<file path="config.mk">
export PLATFORM = sky130hd
export DESIGN_NAME = tsc_trigger_monitor
export DESIGN_NICKNAME = d
export VERILOG_FILES = /design/src/rtl/tsc_mon_pkg.sv /design/src/rtl/tsc_ts_fifo.sv /design/src/rtl/tsc_trigger_monitor.sv
export SDC_FILE = /design/constraint.sdc
export NUM_CORES = 1
export LEC_CHECK = 0
export ABC_AREA = 1
export CAP_MARGIN = 20
export CORE_MARGIN = 2
export CORE_UTILIZATION = 60
export CTS_BUF_LIST = sky130_fd_sc_hd__clkbuf_4
export DETAILED_ROUTE_END_ITERATION = 16
export PLACE_DENSITY = 0.82
export SYNTH_ARGS = -nofsm -noshare
export SYNTH_HDL_FRONTEND = slang
export SYNTH_SLANG_ARGS = --single-unit
</file>
<file path="constraint.sdc">
create_clock -name clk -period 2.8 [get_ports clk]
set_input_delay 0.42 -clock clk [delete_from_list [all_inputs] [get_ports clk]]
set_output_delay 0.42 -clock clk [all_outputs]
set_load 0.005 [all_outputs]
</file>
<file path="src/rtl/tsc_mon_pkg.sv">
// Shared definitions for the trigger monitor: default parameter values,
// the timestamp type and the encoding of the timestamp FIFO states.
package tsc_mon_pkg;

  localparam int TS_WIDTH_DEF     = 16;
  localparam int DEPTH_DEF        = 4;
  localparam int CNT_WIDTH_DEF    = 8;
  localparam int ALARM_THRESH_DEF = 3;

  typedef logic [TS_WIDTH_DEF-1:0] ts_t;

  typedef enum logic [1:0] {
    EMPTY   = 2'd0,
    PARTIAL = 2'd1,
    FULL    = 2'd2
  } fifo_state_t;

endpackage

</file>
<file path="src/rtl/tsc_ts_fifo.sv">
// Synchronous DEPTH x WIDTH timestamp FIFO.
// Ports:
//   clk, rst  - rising-edge clock, synchronous active-low reset
//   push, din - enqueue din (accepted when not full, or when full with a pop)
//   pop       - dequeue the head (ignored while empty)
//   clear     - synchronous flush, wins over push/pop
//   full      - DEPTH entries held
//   empty     - no entries held
//   head      - oldest entry; meaningless while empty
//
// state   | meaning
// EMPTY   | count == 0, head invalid
// PARTIAL | 0 < count < DEPTH
// FULL    | count == DEPTH, a push only lands together with a pop
module tsc_ts_fifo
  import tsc_mon_pkg::*;
#(
  parameter int DEPTH = DEPTH_DEF,
  parameter int WIDTH = TS_WIDTH_DEF
) (
  input  logic             clk,
  input  logic             rst,
  input  logic             push,
  input  logic [WIDTH-1:0] din,
  input  logic             pop,
  input  logic             clear,
  output logic             full,
  output logic             empty,
  output logic [WIDTH-1:0] head
);

  localparam int AW = $clog2(DEPTH);

  logic [WIDTH-1:0] mem [DEPTH];
  logic [AW-1:0]    rd_ptr;
  logic [AW-1:0]    wr_ptr;
  logic [AW:0]      count;
  fifo_state_t      state;
  logic             do_push;
  logic             do_pop;

  always_comb begin
    state = PARTIAL;
    if (count == '0)
      state = EMPTY;
    else if (count == (AW+1)'(DEPTH))
      state = FULL;
  end

  assign full  = (state == FULL);
  assign empty = (state == EMPTY);

  // A full FIFO still accepts a push when the head leaves in the same cycle.
  assign do_pop  = pop & ~empty;
  assign do_push = push & (~full | do_pop);

  // Pointers are AW bits wide, so they wrap modulo DEPTH on their own.
  always_ff @(posedge clk) begin
    if (!rst) begin
      rd_ptr <= '0;
      wr_ptr <= '0;
      count  <= '0;
    end else if (clear) begin
      rd_ptr <= '0;
      wr_ptr <= '0;
      count  <= '0;
    end else begin
      if (do_push) wr_ptr <= wr_ptr + 1'b1;
      if (do_pop)  rd_ptr <= rd_ptr + 1'b1;
      case ({do_push, do_pop})
        2'b10:   count <= count + 1'b1;
        2'b01:   count <= count - 1'b1;
        default: count <= count;
      endcase
    end
  end

  // Storage carries no reset; contents are only exposed through count.
  always_ff @(posedge clk) begin
    if (rst && !clear && do_push)
      mem[wr_ptr] <= din;
  end

  assign head = mem[rd_ptr];

endmodule

</file>
<file path="src/rtl/tsc_trigger_monitor.sv">
// Observer for the cycle-count trigger line. Timestamps each rising edge of
// trigger, queues the timestamps for a host, counts activations (saturating)
// and raises sticky overflow / alarm flags.
// Ports:
//   clk, rst   - rising-edge clock, synchronous active-low reset
//   trigger    - monitored line, synchronous to clk
//   clear      - flush FIFO, zero count/overflow/alarm (timestamp keeps running)
//   evt_valid  - FIFO head valid
//   evt_ready  - host accepts the head
//   evt_ts     - timestamp at the FIFO head
//   evt_count  - rising edges seen, saturating at all-ones
//   overflow   - sticky: an edge was dropped on a full FIFO
//   alarm      - sticky: evt_count reached ALARM_THRESH
module tsc_trigger_monitor
  import tsc_mon_pkg::*;
#(
  parameter int TS_WIDTH     = TS_WIDTH_DEF,
  parameter int DEPTH        = DEPTH_DEF,
  parameter int CNT_WIDTH    = CNT_WIDTH_DEF,
  parameter int ALARM_THRESH = ALARM_THRESH_DEF
) (
  input  logic                 clk,
  input  logic                 rst,
  input  logic                 trigger,
  input  logic                 clear,
  output logic                 evt_valid,
  input  logic                 evt_ready,
  output logic [TS_WIDTH-1:0]  evt_ts,
  output logic [CNT_WIDTH-1:0] evt_count,
  output logic                 overflow,
  output logic                 alarm
);

  logic [TS_WIDTH-1:0]  timestamp;
  logic                 trig_d;
  logic                 edge_det;
  logic                 push;
  logic                 pop;
  logic                 fifo_full;
  logic                 fifo_empty;
  logic [CNT_WIDTH-1:0] cnt_next;

  always_ff @(posedge clk) begin
    if (!rst) timestamp <= '0;
    else      timestamp <= timestamp + 1'b1;
  end

  // trig_d comes out of reset high so a trigger already high is not an edge.
  // It keeps tracking during clear so the discarded edge is not seen again.
  always_ff @(posedge clk) begin
    if (!rst) trig_d <= 1'b1;
    else      trig_d <= trigger;
  end

  assign edge_det  = trigger & ~trig_d;
  assign push      = edge_det & ~clear;
  assign evt_valid = ~fifo_empty;
  assign pop       = evt_valid & evt_ready;

  assign cnt_next = (evt_count == '1) ? evt_count : evt_count + CNT_WIDTH'(1);

  always_ff @(posedge clk) begin
    if (!rst || clear) begin
      evt_count <= '0;
      overflow  <= 1'b0;
      alarm     <= 1'b0;
    end else if (edge_det) begin
      evt_count <= cnt_next;
      if (cnt_next >= CNT_WIDTH'(ALARM_THRESH)) alarm <= 1'b1;
      if (fifo_full && !pop) overflow <= 1'b1;
    end
  end

  tsc_ts_fifo #(
    .DEPTH (DEPTH),
    .WIDTH (TS_WIDTH)
  ) u_fifo (
    .clk   (clk),
    .rst   (rst),
    .push  (push),
    .din   (timestamp),
    .pop   (pop),
    .clear (clear),
    .full  (fifo_full),
    .empty (fifo_empty),
    .head  (evt_ts)
  );

endmodule

</file>
==> ci_impl_report.md, run 1 <==
## Synthesis and layout report

| Metric | Value |
|---|---|
| Startpoint of the lowest-slack hold path | alarm |
| Final sum of negative setup slack | 0 ns |
| Combinational cell area excluding buffers and inverters | 1270 sq um |
| Wire length of the first global-routing pass | 13.0 mm |
| IO Port Bufs | 31 |
| Clock latency on the worst-skew pair | 0.43 ns |
| Largest net degree at the start of global routing | 33 |
| Placed Area | 4570 sq um |
| Cell Pwr Density | 486 nW/um^2 |
| Fin crit share | 0.918 |
| End point of the critical path | evt_ts[1] |
| Number of filler instances in the final layout | 480 |
| Crit-path max FO | 17 |
| Area growth from synthesis to final layout | 13.5% |
| Ratio of routed vias to standard cells | 5.55 |
| Reported leakage power | 0.00167 uW |
| Detailed Routing Iterations Pass 1 | 5 |
| Final Max Tran Viols | 0 |
| Master cell of the clock root buffer | sky130_fd_sc_hd__clkbuf_4 |
| Number of hold-slack violations in the final timing report | 0 |
| Max frequency | 389 MHz |
| Tool Warnings | 29 |
| Run status | finished clean |
| Worst Tran Pin Value | 0.457 ns |
| Max-slew headroom | 0.695 |
| CTS HTree Levels | 3 |
| R2R Path Start | u_fifo.count[1] |
| Post-route standard cell area excluding fillers | 4690 sq um |
| Highest ir drop seen on vdd | 292 uV |
| Fraction of registers with async set/reset | 0 |
| Height of the chip | 86.9 microns |
| Capturing point of the worst reg2reg path | u_fifo.count[2] |
| Class of the most critical setup path | reg -> out |
| Core area | 6720 sq um |
| Fraction of layout cells with a size suffix above 1 | 0.0822 |
| DRC marker count from the first detailed-route iteration | 276 |
| Leading post-synthesis cells by instance count | 64 x sky130_fd_sc_hd__edfxtp_1, 63 x sky130_fd_sc_hd__nor2_1, 54 x sky130_fd_sc_hd__o21ai_0 |
| TritonCTS clock tree | built |
| Width of the die | 86.9 microns |
| Sort of element at the end of the critical path | primary output |
| Final setup violating endpoints | 0 |
| Number of nets in the layout | 458 |
| Final HPWL DP | 5.21 mm |
| Total CTS buffers | 9 |
| Number of antenna violations at the first check in global routing | 0 |
| Count of flip-flops with a built-in enable after synthesis | 64 |
| Synthesized instance count | 406 |
| Setup slack on the worst flop-to-flop path | 0.61 ns |
| CTS Sinks | 100 |
| Syn. warnings | 0 |
| Post-Synthesis Mean Instance Area | 10.2 sq um |
| Flops out of synthesis | 100 |
| Fp_density | 0.614 |
| RSZ-0062 raised after global routing | no |
| Chip area estimate from yosys synthesis | 4130 sq um |
| Final worst clock skew | 0.0193 ns |
| Cell count of the worst reg-to-reg path | 14 |
| Yosys top cell area share | 0.466 |
| Register share after synthesis | 0.640 |
| Antenna diodes | 0 |
| Number of different library cells in the post-synthesis netlist | 31 |
| Hold bufs inserted after CTS | 0 |
| Cell taking the most area after synthesis | sky130_fd_sc_hd__edfxtp_1 |
| Remaining antenna violation count after routing | 0 |
| Total congestion overflow after global routing | 0 |
| Startpoint types | register |
| Syn nets | 419 |
| Top cells by area | sky130_fd_sc_hd__edfxtp_1 47%, sky130_fd_sc_hd__dfxtp_1 17%, sky130_fd_sc_hd__o21ai_0 6.5% |
| Standard-cell row count | 30 |
| Vias in the first global route | 2,779 |
| Largest buffer count on any clock path | 2 |
| Final total power | 2280 uW |
| Clock-pin slew on the worst setup and hold paths | 0.14 ns |
| Yosys cell count | 406 |
| Area of the chip | 7560 sq um |
| Class of the most critical hold timing path | reg -> reg |
| Post-layout minimum cycle time | 2.57 ns |
| Most common cell in the synthesized netlist | sky130_fd_sc_hd__edfxtp_1 |
| Number of max-capacitance violations reported | 0 |
| Most used flip-flop cell | sky130_fd_sc_hd__edfxtp_1 |
| Sequential cell area | 2640 sq um |
| CP required | 2.38 ns |
| Post-Syn Area | 4130 sq um |
| WP data arrival | 2.15 ns |
| I/O pins | 32 |
| DRC violation count after routing | 0 |
| Routability-driven placement congestion ratio | 0.852 |
[run 1: cell type report]
cell class	instances	area share
Sequential cell	100	0.564
Clock buffer	10	0.0160
Timing Repair Buffer	38	0.0801
Multi-Input combinational cell	249	0.271
Tap cell	80	0.0214
Clock inverter	6	0.00881
Inverter	47	0.0384
[run 1: critical path: stages (launching register included)]
cell and delay, ns:
sky130_fd_sc_hd__dfxtp_2 0.57, sky130_fd_sc_hd__clkinvlp_4 0.37, sky130_fd_sc_hd__o21ai_0 0.20, sky130_fd_sc_hd__o22ai_1 0.13, sky130_fd_sc_hd__clkdlybuf4s50_1 0.46
[run 1: cell families (layout without fill, tap and decap cells)]
group           count (synthesis)  after routing  synth area share
flops                         100            100             0.640
xor+xnor                        1              1           0.00212
buf+inv                        57            101            0.0518
simple gates                  140            140             0.150
compound gates                100            100             0.129
fa+ha+maj                       8              8            0.0261
[run 1: metal layers]
layer  vias up  GRT usage  wire length [microns]
met5         -          0                      0
met4         0     0.0966                     84
met3         8     0.0284                    337
met2        89      0.364                   3810
met1      1355      0.305                   3570
li1       1490          -                      -
[run 1: layout by cell type (no fill, tap or decap), drive strengths merged]
cell           count
buf                7
nand4              4
nand2             42
nor2              67
xnor2              1
ha                 7
nand3             18
clkbuf            10
o22ai             16
fa                 1
or2                2
clkdlybuf4s50     31
or3                1
a211oi             2
clkinvlp           4
o21bai             1
dfxtp             36
nand3b             1
a31oi              1
nor3               4
clkinv             3
o21a               2
o21ai             54
edfxtp            64
inv               46
nor4               1
a21oi             24
[run 1: stage by stage]
step,hold WS [ns],setup WS [ns],cells,utilization
floorplan,0.436,0.716,406,-
global placement,0.444,0.373,514,0.680
detailed placement,0.448,0.221,514,0.680
CTS,0.472,0.128,530,0.697
global route,0.502,0.0441,530,0.698
finish,0.468,0.230,530,0.698
[run 1: where the power goes]
group	leakage (uW)	switching [uW]	internal [uW]
Clock	0.0000584	445	191
Sequential	0.000896	12.6	1560
Combinational	0.000714	35.7	28.6
Total	0.00167	493	1780
[run 1: worst min-delay path by stage]
stage,end,slack (ns),cells past startpoint
finish,alarm,0.47,2
global route,alarm,0.50,2
CTS,alarm,0.47,2
floorplan,register,0.44,2
global placement,alarm,0.44,2
detailed placement,alarm,0.45,2
[run 1: timing repair]
item	in CTS	in global routing
pin swaps	0	0
buffers inserted	0	0
endpoints found under the setup margin	2	2
gates resized	1	1
[run 1: flip-flops by register name, summed over array words and instances, names as in the netlist, 2 cells and up, named ones only]
register / cells
u_fifo.count: 3
evt_count: 8
u_fifo.rd_ptr: 2
timestamp: 16
u_fifo.mem: 64
u_fifo.wr_ptr: 2
### Signal wires on met2, run 1

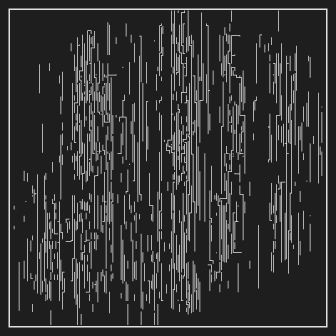
longest straight run = 55.8 microns
share of all routed wire = 49%

### Cell density map, run 1

The bar under the picture is 20 microns long. The die is cut into 9 by 9 equal tiles; black is low, pale yellow is high, 0 to 100% covered.
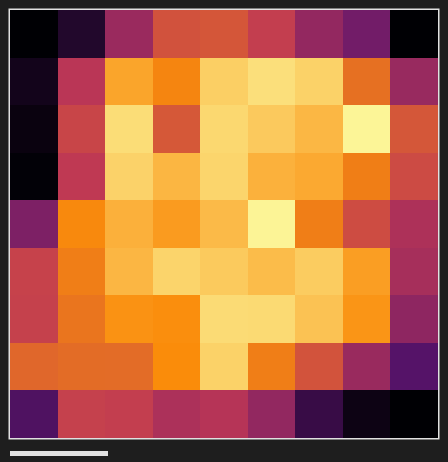
tiles over 75% full = 38%
mean over tiles = 61%
densest ninth of the die = center
fullest tile = 98%
nearly empty tiles = 4.9%

### Routed metal per tile, run 1

The bar under the picture is 20 microns long. The die is cut into 17 by 17 equal tiles; black is low, pale yellow is high, scaled to the fullest tile. Values are wire area over tile area, all layers added.
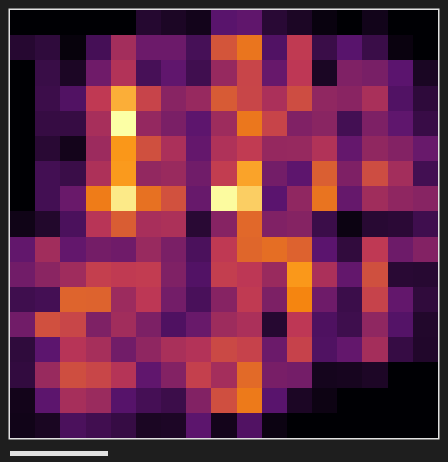
mean over tiles = 0.16
densest ninth of the die = center
nearly empty tiles = 9.7%
tiles over half the peak = 20%
fullest tile = 0.52
detailed-route wire length: 7.80 mm
total via count after detailed routing: 2,942
total routing resource utilization after global routing: 0.224
wire length per cell: 14.7 microns

### Signal wires on met1, run 1

The bar under the picture is 20 microns long.
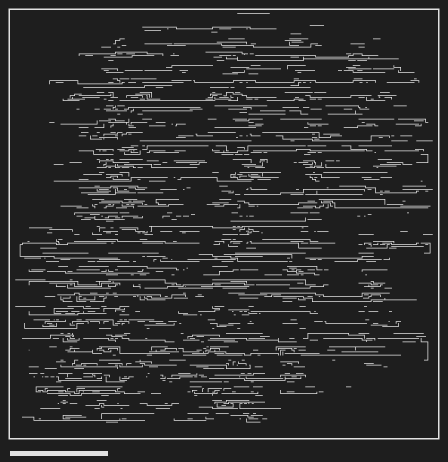

## Run 2: what changed since run 1
--- a/config.mk
+++ b/config.mk
@@ -5,7 +5,6 @@
 export SDC_FILE = /design/constraint.sdc
 export NUM_CORES = 1
 export LEC_CHECK = 0
-export ABC_AREA = 1
 export CAP_MARGIN = 20
 export CORE_MARGIN = 2
 export CORE_UTILIZATION = 60
### Signal wires on met1, run 2

The bar under the picture is 20 microns long.
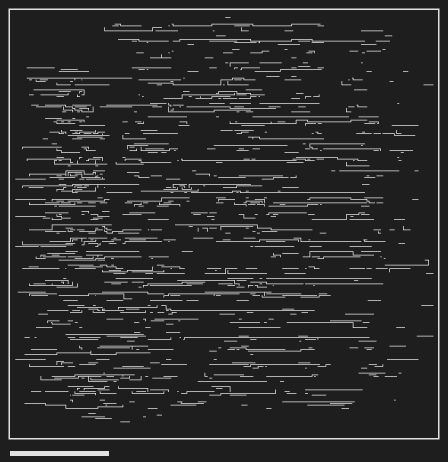
main direction = horizontal
share of all routed wire = 44%
wire length on this layer = 2,900 microns

==> ci_impl_report.md, run 2 <==
## Synthesis and layout report

| Metric | Value |
|---|---|
| Fraction of layout cells with a size suffix above 1 | 0.143 (+0.0611) |
| Area growth from synthesis to final layout | 14.4% |
| Final worst clock skew | 0.00824 ns (-0.0111 ns) |
| Switching power of the nets | 495 uW (+0.41%) |
| Synth Area in Simple Gates | 0.127 (-0.0236) |
| IO Port Bufs | 31 (unchanged) |
| Run status | finished clean |
| Post-Synthesis Mean Instance Area | 14.5 sq um (+42%) |
| TritonCTS clock tree | built |
| Largest buffer count on any clock path | 2 (unchanged) |
| CP required | 2.38 ns (about the same) |
| Longest individual stage delay on the worst path | 0.58 ns (about the same) |
| Total via count after detailed routing | 2,283 (-22%) |
| Most numerous logic cell after layout | sky130_fd_sc_hd__edfxtp_1 |
| DRC violation count after routing | 0 (unchanged) |
| CTS HTree Levels | 3 (unchanged) |
| RSZ-0062 raised after global routing | no |
| Post-route standard cell area excluding fillers | 4650 sq um (-0.75%) |
| Clock latency on the worst-skew pair | 0.43 ns (about the same) |
| Yosys cell count | 281 (-31%) |
| Area of the chip | 7450 sq um (-1.4%) |
| Fin crit share | 0.906 (-0.0114) |
| Standard-cell row count | 30 (unchanged) |
| Number of max-capacitance violations reported | 0 (unchanged) |
| Cell Pwr Density | 546 nW/um^2 (+12%) |
| Post-Syn Area | 4070 sq um (-1.5%) |
| Class of the most critical setup path | reg -> out |
| Most used flip-flop cell | sky130_fd_sc_hd__edfxtp_1 |
| Flops out of synthesis | 100 (unchanged) |
| WP data arrival | 2.12 ns (-0.03 ns) |
| Final sum of negative setup slack | 0 ns (unchanged) |
| Internal power component | 2040 uW (+15%) |
| Startpoint types | register |
| Total congestion overflow after global routing | 0 (unchanged) |
| Dominant combinational family | simple AND/OR/NAND/NOR gates |
| Crit-path leading delay family | buffers and inverters |
| Width of the die | 86.3 microns (-0.71%) |
| Final total power | 2540 uW (+12%) |
| Share of total power in sequential cells | 0.619 (-0.073) |
| Most common cell in the synthesized netlist | sky130_fd_sc_hd__edfxtp_1 |
| Placed Area | 4460 sq um (-2.3%) |
| Crit-path max FO | 16 (-1) |
| Post-cts sizing count | 0 (-1) |
| Portion of total power attributed to combinational logic | 0.019 (-0.009) |
| Chip area estimate from yosys synthesis | 4070 sq um (-1.5%) |
| Switching power share of the total | 0.195 (-0.0216) |
| Reported leakage power | 0.00158 uW (-5.2%) |
| Cell taking the most area after synthesis | sky130_fd_sc_hd__edfxtp_1 |
| Flip-flop count of the largest register, all copies and words added | 64 (unchanged) |
| Post-CTS Setup Inserts | 0 (unchanged) |
| Total CTS buffers | 9 (unchanged) |
| XOR/XNOR Area Share | 0.0388 (+0.0366) |
| Hold WS | 0.495 ns (+0.0269 ns) |
| Detailed-route wire length | 6.67 mm (-15%) |
| Top Registers | u_fifo.mem (64), timestamp (16), evt_count (8) |
| Proportion of synthesized area in mux cells | 0.0985 (+0.0985) |
| Final HPWL DP | 4.40 mm (-15%) |
| Detailed Routing Iterations Pass 1 | 4 (-1) |
| Area fraction in compound gates after synthesis | 0.0403 (-0.0891) |
| Clock network fraction of design power | 0.362 (+0.083) |
| Register share after synthesis | 0.650 (+0.00965) |
| Most frequent cells in the layout | 64 x sky130_fd_sc_hd__edfxtp_1, 36 x sky130_fd_sc_hd__dfxtp_1, 31 x sky130_fd_sc_hd__clkdlybuf4s50_1, 16 x sky130_fd_sc_hd__mux4_2, 16 x sky130_fd_sc_hd__nor2_1 |
| Vias in the first global route | 2,344 (-16%) |
| Register containing the most flip-flops in the final layout | u_fifo.mem |
| Fraction of registers with async set/reset | 0 (unchanged) |
| I/O pins | 32 (unchanged) |
| DRC marker count from the first detailed-route iteration | 147 (-47%) |
| Count of flip-flops with a built-in enable after synthesis | 64 (unchanged) |
| Clock-pin slew on the worst setup and hold paths | 0.14 ns (about the same) |
| Worst Tran Pin Value | 0.858 ns (+0.401 ns) |
| Max frequency | 394 MHz (+1.3%) |
| Arithmetic-cell share of the synthesized area counting full adders, half adders and majority gates | 0.0265 (+0.000393) |
| Number of filler instances in the final layout | 478 (-0.42%) |
| Leading post-synthesis cells by instance count | 64 x sky130_fd_sc_hd__edfxtp_1, 36 x sky130_fd_sc_hd__dfxtp_1, 16 x sky130_fd_sc_hd__mux4_2, 16 x sky130_fd_sc_hd__nor2_1, 15 x sky130_fd_sc_hd__and2_1 |
| Post-layout minimum cycle time | 2.54 ns (-0.0320 ns) |
| Ratio of routed vias to standard cells | 5.69 (+2.6%) |
| Top cells by area | sky130_fd_sc_hd__edfxtp_1 47%, sky130_fd_sc_hd__dfxtp_1 18%, sky130_fd_sc_hd__mux4_2 8.9% |
| Master cell of the clock root buffer | sky130_fd_sc_hd__clkbuf_4 |
| Wire length per cell | 16.6 microns (+13%) |
| Highest ir drop seen on vdd | 337 uV (+15%) |
| Sort of element at the end of the critical path | primary output |
| Height of the chip | 86.3 microns (-0.71%) |
| Core area | 6680 sq um (-0.56%) |
| Largest net degree at the start of global routing | 19 (-42%) |
| Tool Warnings | 29 (unchanged) |
| Antenna diodes | 0 (unchanged) |
| Synthesized instance count | 281 (-31%) |
run 2: netlist changes by cell type in the layout (fill, tap and decap cells not counted), moves of 9 or more:
cell | before | now
sky130_fd_sc_hd__xor2_1 | 0 | 9
sky130_fd_sc_hd__nor2_1 | 63 | 16
sky130_fd_sc_hd__o21ai_0 | 54 | 8
sky130_fd_sc_hd__nand2_1 | 40 | 8
sky130_fd_sc_hd__inv_1 | 44 | 7
sky130_fd_sc_hd__a21oi_1 | 24 | 7
sky130_fd_sc_hd__and3_1 | 0 | 9
sky130_fd_sc_hd__mux4_2 | 0 | 16
sky130_fd_sc_hd__and2_1 | 0 | 15
sky130_fd_sc_hd__o22ai_1 | 16 | 0
run 2: final cells by class:
cell class	instances	area, sq um	share of cell area
clock buffers	9	67.6	0.0145
flip-flops and latches	100	2640	0.568
well taps	80	100	0.0215
multi-input cells	162	1350	0.289
repair buffers	36	348	0.0748
clock inverters	7	123	0.0264
inverters	7	26.3	0.00565
run 2: worst paths after layout:
kind / cells past startpoint / end / startpoint / slack [ns]
hold / removal: 2 / overflow / overflow / 0.49
setup reg to reg: 9 / u_fifo.count[2] / u_fifo.count[0] / 0.47
setup / recovery: 3 / evt_ts[15] / register / 0.26
hold reg to reg: 2 / overflow / overflow / 0.49
run 2: per-stage QoR:
stage,cells,util,setup WS (ns)
2_1_floorplan,281,-,0.538
3_3_place_gp,385,0.668,0.154
4_1_cts,401,0.696,0.210
3_5_place_dp,385,0.668,0.0336
6_report,401,0.696,0.262
5_1_grt,401,0.696,0.164
run 2: power by group through the flow:
stage               Sequential [uW]  Combinational, uW  Clock, uW
CTS                            1570               49.3        936
finish                         1570               49.0        918
global route                   1570               54.1        987
floorplan                      1600               27.9          0
detailed placement             1600               49.1          0
global placement               1600               47.7          0
run 2: layer usage:
layer  vias to the layer above  wire, microns  track usage
met1                      1113           2900        0.248
met5                         -              0            0
met2                        43           3480        0.341
li1                       1118              -            -
met4                         0            117       0.0895
met3                         9            161       0.0286
run 2: worst min-delay path: cells and delay by family (launching register included):
kind | cells | cell delay (ns)
DFF | 1 | 0.36
and+or+nand+nor | 1 | 0.07
AOI/OAI and AO/OA | 1 | 0.04
run 2: cell families after synthesis:
family | after synthesis
compound gates | 26
xor+xnor | 18
fa+ha+maj | 8
buf+inv | 19
flops | 100
mux | 20
simple gates | 90
Power figures rest on the tool's default switching activity, not on a simulated workload.
